### src/rtl/can_rx_sequencer.sv
// CAN receive sequencer: bit timing recovery, destuffing and frame framing that
// drives the restart/enable/data inputs of the packet-capture datapath.
module can_rx_sequencer #(
  parameter int CLK_PER_BIT = 16,
  parameter int SAMPLE_PT   = 11,
  parameter int SJW         = 2,
  parameter int IDLE_BITS   = 11,
  parameter int EOF_BITS    = 7
) (
  input  logic       clk,
  input  logic       rst_n,
  input  logic       rx,
  input  logic       destuff_off,
  output logic       cap_rst,
  output logic       cap_en,
  output logic       cap_rx,
  output logic       frame_active,
  output logic       frame_done,
  output logic       stuff_err,
  output logic [7:0] bit_cnt
);

  localparam int PW      = $clog2(CLK_PER_BIT);
  localparam int RUN_MAX = (IDLE_BITS > EOF_BITS) ? IDLE_BITS : EOF_BITS;
  localparam int RW      = $clog2(RUN_MAX + 1);

  typedef enum logic [2:0] {
    INTEGRATE,
    IDLE,
    SOF_CHK,
    RX,
    TAIL,
    ERROR
  } state_t;

  state_t          state, state_nxt;
  logic [PW-1:0]   phase, phase_nxt;
  logic            rx_prev;
  logic            resynced, resynced_nxt;
  logic [RW-1:0]   run_cnt, run_nxt;
  logic            stuff_val, sval_nxt;
  logic [2:0]      stuff_run, srun_nxt;

  logic            cap_rst_nxt, cap_en_nxt, cap_rx_nxt;
  logic            frame_active_nxt, frame_done_nxt, stuff_err_nxt;
  logic [7:0]      bit_cnt_nxt;

  logic            sample_pt, fall, hard_sync, resync;

  assign sample_pt = (phase == PW'(SAMPLE_PT));
  assign fall      = rx_prev & ~rx;
  assign hard_sync = (state == IDLE) && fall;
  assign resync    = ((state == SOF_CHK) || (state == RX) || (state == TAIL)) &&
                     fall && (phase != '0) && !sample_pt && !resynced;

  // Phase corrections are applied on top of the normal one-count advance.
  always_comb begin
    int e, d, p;
    e            = int'(phase);
    d            = 0;
    p            = 0;
    phase_nxt    = (phase == PW'(CLK_PER_BIT - 1)) ? '0 : phase + PW'(1);
    resynced_nxt = sample_pt ? 1'b0 : resynced;
    if (hard_sync) begin
      phase_nxt = '0;
    end else if (resync) begin
      resynced_nxt = 1'b1;
      if (e < SAMPLE_PT) begin
        d = (e < SJW) ? e : SJW;
        p = e + 1 - d;
      end else begin
        d = ((CLK_PER_BIT - e) < SJW) ? (CLK_PER_BIT - e) : SJW;
        p = e + 1 + d;
        if (p >= CLK_PER_BIT) p = p - CLK_PER_BIT;
      end
      phase_nxt = PW'(p);
    end
  end

  always_comb begin
    state_nxt        = state;
    cap_rst_nxt      = cap_rst;
    cap_en_nxt       = 1'b0;
    cap_rx_nxt       = cap_rx;
    frame_active_nxt = frame_active;
    frame_done_nxt   = 1'b0;
    stuff_err_nxt    = 1'b0;
    bit_cnt_nxt      = bit_cnt;
    run_nxt          = run_cnt;
    sval_nxt         = stuff_val;
    srun_nxt         = stuff_run;

    case (state)
      INTEGRATE: begin
        cap_rst_nxt      = 1'b1;
        frame_active_nxt = 1'b0;
        if (sample_pt) begin
          if (!rx) begin
            run_nxt = '0;
          end else if (run_cnt == RW'(IDLE_BITS - 1)) begin
            run_nxt   = '0;
            state_nxt = IDLE;
          end else begin
            run_nxt = run_cnt + RW'(1);
          end
        end
      end

      IDLE: begin
        cap_rst_nxt = 1'b1;
        if (hard_sync) state_nxt = SOF_CHK;
      end

      SOF_CHK: begin
        if (sample_pt) begin
          if (!rx) begin
            state_nxt        = RX;
            cap_rst_nxt      = 1'b0;
            frame_active_nxt = 1'b1;
            bit_cnt_nxt      = '0;
            sval_nxt         = 1'b0;
            srun_nxt         = 3'd1;
          end else begin
            state_nxt = IDLE;
          end
        end
      end

      // A stuff bit is whatever follows five equal bits; destuff_off only
      // takes effect from the next bit, so an error here still wins.
      RX: begin
        if (sample_pt) begin
          if (stuff_run == 3'd5) begin
            if (rx == stuff_val) begin
              stuff_err_nxt    = 1'b1;
              frame_active_nxt = 1'b0;
              cap_rst_nxt      = 1'b1;
              state_nxt        = ERROR;
            end else begin
              sval_nxt = rx;
              srun_nxt = 3'd1;
            end
          end else begin
            cap_en_nxt  = 1'b1;
            cap_rx_nxt  = rx;
            bit_cnt_nxt = (bit_cnt == 8'hFF) ? bit_cnt : bit_cnt + 8'd1;
            if (rx == stuff_val) begin
              srun_nxt = stuff_run + 3'd1;
            end else begin
              sval_nxt = rx;
              srun_nxt = 3'd1;
            end
          end
          if (destuff_off && (state_nxt == RX)) begin
            state_nxt = TAIL;
            run_nxt   = '0;
          end
        end
      end

      // frame_done follows the last cap_en by one clk so they never coincide.
      TAIL: begin
        if (run_cnt == RW'(EOF_BITS)) begin
          frame_done_nxt   = 1'b1;
          frame_active_nxt = 1'b0;
          cap_rst_nxt      = 1'b1;
          run_nxt          = '0;
          state_nxt        = IDLE;
        end else if (sample_pt) begin
          cap_en_nxt  = 1'b1;
          cap_rx_nxt  = rx;
          bit_cnt_nxt = (bit_cnt == 8'hFF) ? bit_cnt : bit_cnt + 8'd1;
          run_nxt     = rx ? run_cnt + RW'(1) : '0;
        end
      end

      ERROR: begin
        frame_active_nxt = 1'b0;
        cap_rst_nxt      = 1'b1;
        run_nxt          = '0;
        state_nxt        = INTEGRATE;
      end

      default: state_nxt = INTEGRATE;
    endcase
  end

  always_ff @(posedge clk or negedge rst_n) begin
    if (!rst_n) begin
      state        <= INTEGRATE;
      phase        <= '0;
      rx_prev      <= 1'b1;
      resynced     <= 1'b0;
      run_cnt      <= '0;
      stuff_val    <= 1'b0;
      stuff_run    <= 3'd1;
      cap_rst      <= 1'b1;
      cap_en       <= 1'b0;
      cap_rx       <= 1'b1;
      frame_active <= 1'b0;
      frame_done   <= 1'b0;
      stuff_err    <= 1'b0;
      bit_cnt      <= '0;
    end else begin
      state        <= state_nxt;
      phase        <= phase_nxt;
      rx_prev      <= rx;
      resynced     <= resynced_nxt;
      run_cnt      <= run_nxt;
      stuff_val    <= sval_nxt;
      stuff_run    <= srun_nxt;
      cap_rst      <= cap_rst_nxt;
      cap_en       <= cap_en_nxt;
      cap_rx       <= cap_rx_nxt;
      frame_active <= frame_active_nxt;
      frame_done   <= frame_done_nxt;
      stuff_err    <= stuff_err_nxt;
      bit_cnt      <= bit_cnt_nxt;
    end
  end

endmodule

### config.mk
export PLATFORM = sky130hd
export DESIGN_NAME = can_rx_sequencer
export DESIGN_NICKNAME = d
export VERILOG_FILES = /design/src/rtl/can_rx_sequencer.sv
export SDC_FILE = /design/constraint.sdc
export NUM_CORES = 1
export LEC_CHECK = 0
export CORE_MARGIN = 2
export CORE_UTILIZATION = 30
export DETAILED_ROUTE_END_ITERATION = 10
export PLACE_DENSITY_LB_ADDON = 0.3
export SLEW_MARGIN = 25
export SYNTH_ARGS = -nofsm -noshare
export SYNTH_HDL_FRONTEND = slang
export SYNTH_SLANG_ARGS = --single-unit
### constraint.sdc
create_clock -name clk -period 2.45 [get_ports clk]
set_input_delay 0.49 -clock clk [delete_from_list [all_inputs] [get_ports clk]]
set_output_delay 0.49 -clock clk [all_outputs]
set_load 0.05 [all_outputs]
==> images/layer_met1.png <==
Supply wires on this layer in grey.
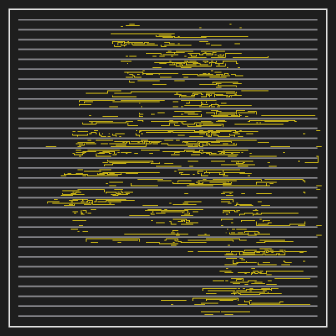
- main direction: horizontal
- longest straight run: 28.5 µm
- wire length on this layer: 2,160 µm
met1 Usage GRT: 17.19%
total wire length: 4787 µm
Vias: 1,858

==> images/wires.png <==
Two of the layers only.
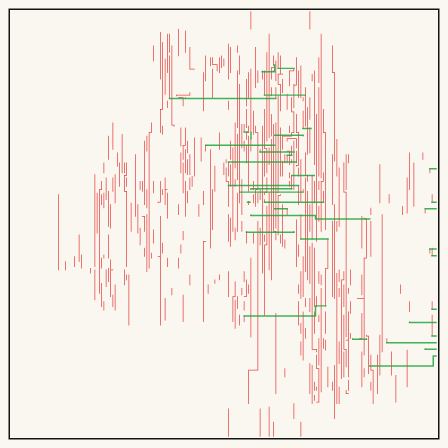
- green: metal 3 (wire length 239 µm)
- red: metal 2 (wire length 2,320 µm)
gr usage total: 13.77%
Routed WL per cell: 13.60 µm

==> flow_summary.ini <==
; implementation run metrics
[run_status]
status = complete, no violations

[global_routing]
grt.met3_usage_pct = 2.938
grtUsageMet2_pct = 23.46
busiest_layer = met2
antenna_found_initial = 0

[sta]
hold_viol = 0
setup_viol = 0
tightest_slew_ns = 0.5020
rsz0062_at_grt = false
finalClockPeriodUsage_pct = 90.20
worst_hold_slack_ns = 0.5036
max_clock_freq_mhz = 452.5
slew_violations = 0
fin_tns_setup_ns = 0
finalCriticalPeriod_ns = 2.210

[critical_path]
reg2reg_slack_ns = 0.24
cp-start-kind = register
crit_cells = 8
max_stage_delay_ns = 0.43
worstReg2RegStart = phase[1]
crit_arrival_ns = 2.41
r2r_end = phase[3]
criticalPathCategory = reg -> reg
worstPathCellList = ha_1 > xor2_1 > ha_1 > or2_2 > mux2i_1 > a31oi_1 > xnor2_1 > a211oi_1
r2r.worst_path.cells = 8
worstPathMaxFanout = 6
crit_end = phase[3]
critical_path.startpoint = phase[1]
cp_slowest_cell = dfrtp_1
cpLargestDelayFamily = adder cells

[clocking]
post_cts_resized = 0
clock_latency_ns = 0.29
post_cts_buffers = 0
cts_tree = done
htree_levels = 2
clkTransAtPathRegs_ns = 0.07
cts_hold_buffers = 0
cts_buffers = 5

[power]
switching_share_pct = 29.97
power_leakage_nw = 1.051
power_switching_mw = 0.3719
top_power_group = registers
p_per_area_nw_per_um2 = 491.9
seqPwrFrac_pct = 45.2
pwr-share-comb_pct = 21.4
total_power_mw = 1.241
clockPowerShare_pct = 33.4
pg_comb_mw = 0.266
max-vdd-ir-drop_mv = 0.2470

[placed_design]
place_area_um2 = 2435
dp_slack_ns = 0.1017
gp_congestion = 0.9123

[synth]
yosys.cell_types.count = 52
synthArstFlopShare_pct = 100.0
muxShareOfSynthArea_pct = 1.513
numSynthFlops = 31
simple_gate_area_share_pct = 25.85
enable_flop_cells = 0
top_cell_area_share_pct = 32.69
yosys.area_share.aoi_pct = 19.79
top_area_cell = dfrtp_1
yosysCellCount = 238
ys_area_um2 = 2067
syn-cell-area_um2 = 2067
synth_nets = 253
yosys.stat.seqShare_pct = 37.77
adder_share_pct = 7.022
logic_family = simple AND/OR/NAND/NOR gates
ys_sh_xor_pct = 2.966

[final_layout]
nFillCells = 679
final_cell_mix = dfrtp_1 (27), o21ai_0 (23), nand2_1 (22)
final_common_cell = dfrtp_1
combGateArea_um2 = 1189
final_util_pct = 37.54

[route]
drc = 0
route.met2.wl_um = 2324
route.met3.wl_um = 238
highest_layer = met4
drt_iter0_markers = 146

[job]
warnings = 29
max_cap_violations = 0

[hold_path]
hp-class = reg -> reg
min_path_cells = 2
hp-start = stuff_run[1]

[floorplanning]
boundaryPins = 18
core_region_area_um2 = 6719
die_y_um = 87.01
==> images/io_fan.png <==
Scale bar: 20 µm.
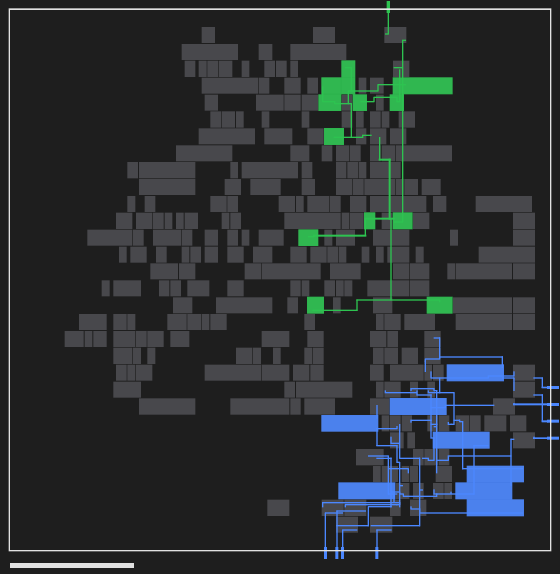
- green: rx (direction input; edge top; end cells 13; buffers 3; wire 152 µm)
- blue: bit_cnt (direction output; edge 4 bottom, 4 right; end cells 8; buffers 8; wire 353 µm)

==> sequential cells by signal, summed over array words and instances (netlist names) <==
| register | cells |
|---|---|
| bit_cnt | 8 |
| cap_rx | 1 |
| rx_prev | 1 |
| stuff_val | 1 |
| stuff_run | 3 |
| stuff_err | 1 |
| frame_done | 1 |
| run_cnt | 4 |
| state | 3 |
| resynced | 1 |
| phase | 4 |
| cap_en | 1 |
| cap_rst | 1 |
| frame_active | 1 |
==> final cells by class <==
cell class	count	share of cell area, %
multi-input cells	184	47.12
clock inverters	1	0.1984
inverters	14	2.083
flip-flops and latches	31	30.95
well taps	80	3.968
clock buffers	6	3.274
repair buffers	36	12.40
No activity file was given, so power comes from the tool's default toggle rates.
